--- src/rtl/prt_ingress_writer.sv ---
// Byte-stream front end for the PRT frame buffer: drives start/write/finish
// per frame, clips frames at MAX_BYTES and hands a descriptor downstream.
module prt_ingress_writer #(
    parameter int DATA_WIDTH = 8,
    parameter int MAX_BYTES  = 2000,
    parameter int CNT_WIDTH  = 16
) (
    input  logic                  CLK,
    input  logic                  RST_N,
    input  logic                  s_valid,
    input  logic [DATA_WIDTH-1:0] s_data,
    input  logic                  s_last,
    output logic                  s_ready,
    input  logic                  prt_start_rdy,
    output logic                  prt_start_en,
    input  logic                  prt_start_slot,
    input  logic                  prt_write_rdy,
    output logic                  prt_write_en,
    output logic [DATA_WIDTH-1:0] prt_write_data,
    input  logic                  prt_finish_rdy,
    output logic                  prt_finish_en,
    output logic                  desc_valid,
    input  logic                  desc_ready,
    output logic                  desc_slot,
    output logic [CNT_WIDTH-1:0]  desc_len,
    output logic                  desc_oversize,
    output logic [CNT_WIDTH-1:0]  stat_frames,
    output logic [CNT_WIDTH-1:0]  stat_oversize
);

    typedef enum logic [2:0] {
        IDLE, START, STREAM, FINISH, DESC
    } state_t;

    localparam logic [CNT_WIDTH-1:0] LIM = CNT_WIDTH'(MAX_BYTES);

    state_t               r_state;
    logic                 r_slot;
    logic                 r_ovf;
    logic [CNT_WIDTH-1:0] r_len;
    logic [CNT_WIDTH-1:0] r_frames;
    logic [CNT_WIDTH-1:0] r_ovcnt;

    logic w_stream;
    logic w_accept;
    logic w_room;

    assign w_stream = (r_state == STREAM);
    assign w_room   = (r_len < LIM);
    assign w_accept = w_stream && s_valid && prt_write_rdy;

    // Gated by RST_N so the start strobe is low while reset is held.
    assign prt_start_en   = RST_N && (r_state == IDLE)
                            && s_valid && prt_start_rdy;
    assign s_ready        = w_stream && prt_write_rdy;
    assign prt_write_en   = w_accept && w_room;
    assign prt_write_data = w_stream ? s_data : '0;
    assign prt_finish_en  = (r_state == FINISH) && prt_finish_rdy;

    assign desc_valid    = (r_state == DESC);
    assign desc_slot     = r_slot;
    assign desc_len      = r_len;
    assign desc_oversize = r_ovf;
    assign stat_frames   = r_frames;
    assign stat_oversize = r_ovcnt;

    always_ff @(posedge CLK or negedge RST_N) begin
        if (!RST_N) begin
            r_state  <= IDLE;
            r_slot   <= 1'b0;
            r_ovf    <= 1'b0;
            r_len    <= '0;
            r_frames <= '0;
            r_ovcnt  <= '0;
        end else begin
            unique case (r_state)
                IDLE: begin
                    if (s_valid && prt_start_rdy)
                        r_state <= START;
                end
                START: begin
                    if (prt_write_rdy) begin
                        r_slot  <= prt_start_slot;
                        r_len   <= '0;
                        r_ovf   <= 1'b0;
                        r_state <= STREAM;
                    end
                end
                STREAM: begin
                    if (w_accept) begin
                        if (w_room)
                            r_len <= r_len + 1'b1;
                        else
                            r_ovf <= 1'b1;
                        if (s_last)
                            r_state <= FINISH;
                    end
                end
                FINISH: begin
                    if (prt_finish_rdy)
                        r_state <= DESC;
                end
                DESC: begin
                    if (desc_ready) begin
                        r_frames <= r_frames + 1'b1;
                        r_ovcnt  <= r_ovcnt + CNT_WIDTH'(r_ovf);
                        r_state  <= IDLE;
                    end
                end
                default: r_state <= IDLE;
            endcase
        end
    end

endmodule

--- config.mk ---
export PLATFORM = sky130hd
export DESIGN_NAME = prt_ingress_writer
export DESIGN_NICKNAME = d
export VERILOG_FILES = /design/src/rtl/prt_ingress_writer.sv
export SDC_FILE = /design/constraint.sdc
export NUM_CORES = 1
export LEC_CHECK = 0
export CORE_MARGIN = 2
export CORE_UTILIZATION = 25
export DETAILED_ROUTE_END_ITERATION = 6
export SKIP_LAST_GASP = 1
export SLEW_MARGIN = 30
export SYNTH_ARGS = -nofsm -noshare
export SYNTH_HDL_FRONTEND = slang
export SYNTH_SLANG_ARGS = --single-unit
export TNS_END_PERCENT = 20
--- constraint.sdc ---
create_clock -name CLK -period 5.4 [get_ports CLK]
set_clock_uncertainty 0.2 [all_clocks]
set_input_delay 1.08 -clock CLK [delete_from_list [all_inputs] [get_ports CLK]]
set_output_delay 1.08 -clock CLK [all_outputs]
set_load 0.02 [all_outputs]
==> run_1/wires.png <==
Scale bar: 20 um.
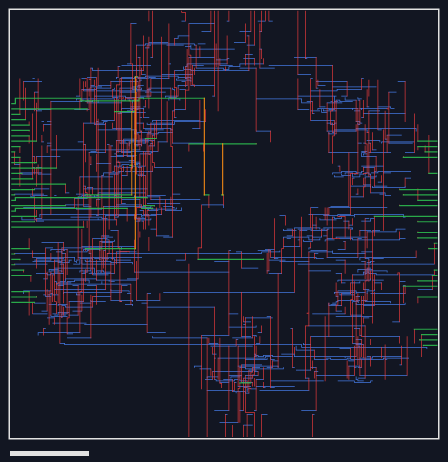
Blue stands for metal 1, wire length 2,870 um. Red stands for metal 2, wire length 2,880 um. Orange stands for metal 4, wire length 102 um. Green stands for metal 3, wire length 488 um.

==> run_1/clocks.png <==
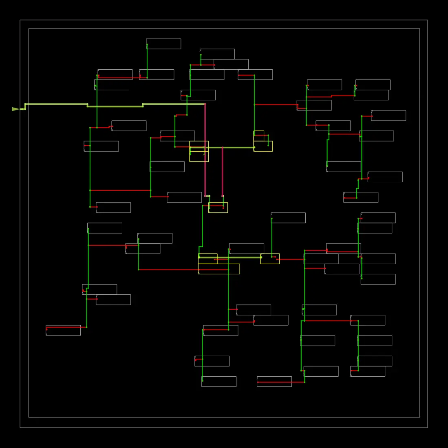
Clock Sinks: 53
clk pwr: 0.000283 W
CTS Buf Count: 5
clk latency late pin: 300 ps

==> run_1/flops_by_reg.png <==
Scale bar: 20 um. Other sequential cells in the stronger grey, the rest of the logic in the fainter grey.
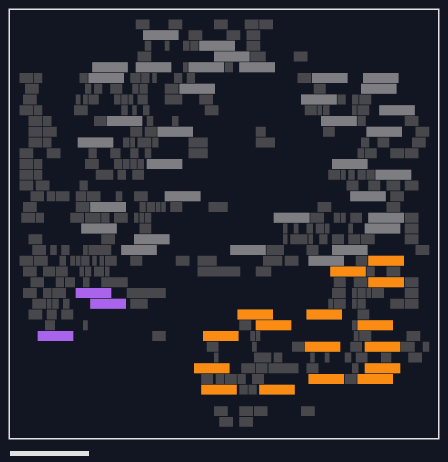
Orange stands for `stat_frames`, sequential cells 16. Purple stands for `r_state`, sequential cells 3.
Another 34 sequential cells are not coloured.

==> reports/metrics.cfg, run 1 <==
[timing]
setup_viol = 0
whs_ps = 282
hold_viol = 0
relSlewSlack_pct = 53.9

[synthesis]
ys_types = 49
async_reset_ff_share_pct = 100
avgSynthCellArea_um2 = 10.7
synth_top_area_share_pct = 48.7
synth-edff-count = 0
yosysWarnings = 0
yosys_most_used_dff = dfrtp_1

[global_route]
grt_pass1_wl_mm = 10.7
grt_pass1_vias = 2182
antenna_found_initial = 0

[floorplan]
die_h_um = 108

[worst_hold_path]
holdPathStages = 1
min_to = stat_frames[15]

[worst_setup_path]
slowest_delay_ps = 630
rrSetupSlack_ps = 3170
cp_max_fo = 7
r2r_end = desc_len[9]
crit_arrival_ps = 2750
cp_slowest_cell = clkdlybuf4s50_1
critPathRequiredTime_ps = 4120
crit_path_cell_trace = clkdlybuf4s50_1 > nand3_2 > nor2_2 > clkdlybuf4s50_1
startpoint_type = input port

[final_layout]
largestClassByArea = registers
n_all_buffers = 80
n_all_inverters = 7
n_antenna_cell = 0
mi_logic_area_um2 = 1300
seq_area_um2 = 1330
clock_area_share_pct = 3.21
fill_cells = 1115

[pwr]
pwr-share-comb_pct = 39.0
power_density_nw_per_um2 = 360
power_w = 0.00135
p_int_w = 0.000848
powerSeq_w = 0.000537
leakagePower_nw = 1.54

[clock_tree]
cts-root-buf = clkbuf_8
clkTransAtPathRegs_ps = 90
cts.repair.resized = 0
clock_path_buffers = 2
ctsHoldBuffers = 0

[placed_design]
dp_cells = 466
portBuffers = 79

[job]
drv_cap = 0

[route]
dr_wl_met2_mm = 2.88
first_iter_violations = 41
top_layer = met4
wire_per_inst_um = 13.4
first_pass_iters = 4

[status]
outcome = complete, no violations

## run 1: flip-flops by register name, indices dropped and copies added (netlist names)
signal         count
desc_len          16
stat_frames       16
stat_oversize     16
r_state            3
desc_oversize      1
desc_slot          1
## run 1: worst max-delay path: cells and delay by family
family,cells,cell delay [ps]
buffers and inverters,2,1230
and+or+nand+nor,2,420
## run 1: worst max-delay path by stage
stage,from,endpoint,slack (ps),depth (start not counted)
final,s_valid,prt_write_en,1370,4
after global routing,s_valid,prt_write_en,1310,4
after CTS,s_valid,prt_write_en,1390,4
after detailed placement,s_valid,prt_write_en,1410,4
after global placement,s_valid,prt_write_en,1470,4
after floorplan,RST_N,prt_start_en,2490,2
## run 1: layer usage
metal  track usage (%)  up-vias
met5                 0        -
met4              3.39        0
met3              3.68        9
met2              18.1       76
met1              14.9     1066
li1                  -     1054
==> inputs of run 2 (changes only) <==
Clock period 5.4 ns to 4.1 ns, I/O delays scaled along.
==> run 2 against run 1 <==
  * Sequential share of layout area up 0.21 points
  * Combinational power rose by 33%
  * Via count down 1.0%
  * Setup slack worse by 760 ps
  * Core utilization is 0.21 points lower
  * Design area down 0.60%
  * Global-route usage about the same
  * Synthesized cell count unchanged
  * Die size did not move
  * Worst hold slack got worse by 2.2 ps
==> reports/metrics.cfg, run 2 <==
[status]
outcome = complete, no violations

[floorplan]
die_h_um = 108  ; unchanged

[pwr]
vdd_drop_max_uv = 265
pwr-share-comb_pct = 40.7  ; +1.7 points
power_density_nw_per_um2 = 460  ; +28%
p_int_w = 0.00105  ; +24%
pg_clk_w = 0.000309  ; +9.2%
power_w = 0.00171  ; +27%

[worst_hold_path]
holdPathStages = 1  ; unchanged
min_to = stat_frames[15]

[clock_tree]
cts_tree = built
cts-root-buf = clkbuf_8
worstSkewPairLatency_ps = 310  ; about the same
ctsHoldBuffers = 0  ; unchanged
clock_path_buffers = 2  ; unchanged
clkTransAtPathRegs_ps = 100  ; about the same
cts.sinks = 53  ; unchanged
cts_buffers = 5  ; unchanged
cts.repair.resized = 0  ; unchanged

[final_layout]
largestClassByArea = registers
n_all_buffers = 81  ; +1.3%
n_antenna_cell = 0  ; unchanged
mi_logic_area_um2 = 1300  ; unchanged
n_all_inverters = 7  ; unchanged
seq_area_um2 = 1330  ; unchanged

[timing]
hold_viol = 0  ; unchanged
setup_viol = 0  ; unchanged
relSlewSlack_pct = 52.9  ; -1.1 points
whs_ps = 280  ; -2.18 ps

[route]
vias = 2183
first_iter_violations = 71  ; +73%
first_pass_iters = 4  ; unchanged

[placed_design]
portBuffers = 79  ; unchanged
dp_cells = 467  ; +0.21%

[synthesis]
synth-edff-count = 0  ; unchanged
async_reset_ff_share_pct = 100  ; unchanged
ys_types = 49  ; unchanged
synth_top_area_share_pct = 48.7  ; unchanged

[global_route]
grt_pass1_vias = 2167  ; -0.69%
grt_overflow = 0
antenna_found_initial = 0  ; unchanged

[worst_setup_path]
r2r_end = stat_frames[14]
endpoint = prt_write_en
rrSetupSlack_ps = 1930  ; -1240 ps
cp_max_fo = 7  ; unchanged
critPathRequiredTime_ps = 3080  ; -1040 ps

[job]
drv_cap = 0  ; unchanged

[run 2: cell counts after synthesis]
Identical to the previous run, type by type.
[run 2: logic make-up after synthesis]
group                    count (synthesis)  share of synthesized area (%)
AND/OR/NAND/NOR                        120                           26.6
AND-OR/OR-AND                           30                           8.78
multiplexers                             3                           1.24
flip-flops                              53                           48.7
XOR/XNOR                                29                           9.33
adder cells (fa/ha/maj)                  4                           1.84
buffers and inverters                   15                           3.54
[run 2: critical path: stages]
cell	delay, ps
clkdlybuf4s50_1	600
nand3_2	210
nor2_2	190
clkdlybuf4s50_1	640
[run 2: routing by layer]
layer  vias up  GRT usage, %  routed length, um
li1       1064             -                  -
met1      1042          14.8               2900
met2        71          18.1               2930
met3         6          3.86                472
met4         0          3.02                 68
met5         -             0                  0
==> run_2/sizes.png <==
Scale bar: 20 um.
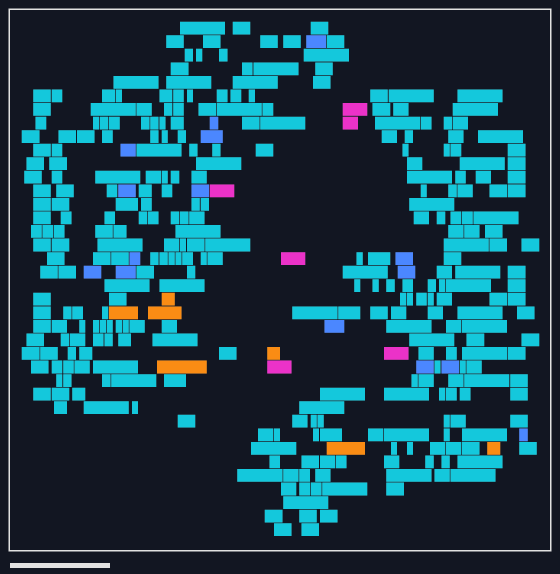
Orange stands for _3 and _4 cells, cells 7, share 2.1%, most used buf_4. Blue stands for _2 cells, cells 15, share 4.5%, most used nor3_2. Cyan stands for _0 and _1 cells, cells 307, share 92%, most used clkdlybuf4s50_1. Magenta stands for _6 and larger, cells 6, share 1.8%, most used clkbuf_8.

==> run_2/wires.png <==
Scale bar: 20 um.
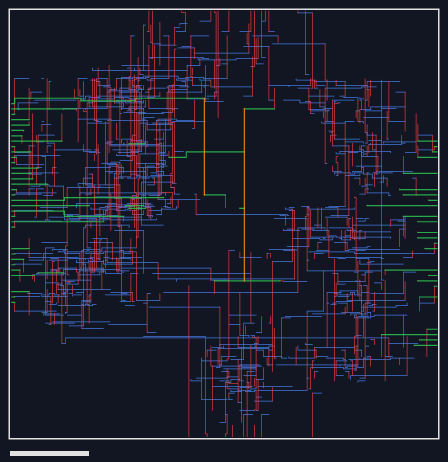
Green stands for metal 3, wire length 472 um. Blue stands for metal 1, wire length 2,900 um. Red stands for metal 2, wire length 2,930 um. Orange stands for metal 4, wire length 68.0 um.

No activity file was given, so power comes from the tool's default toggle rates.
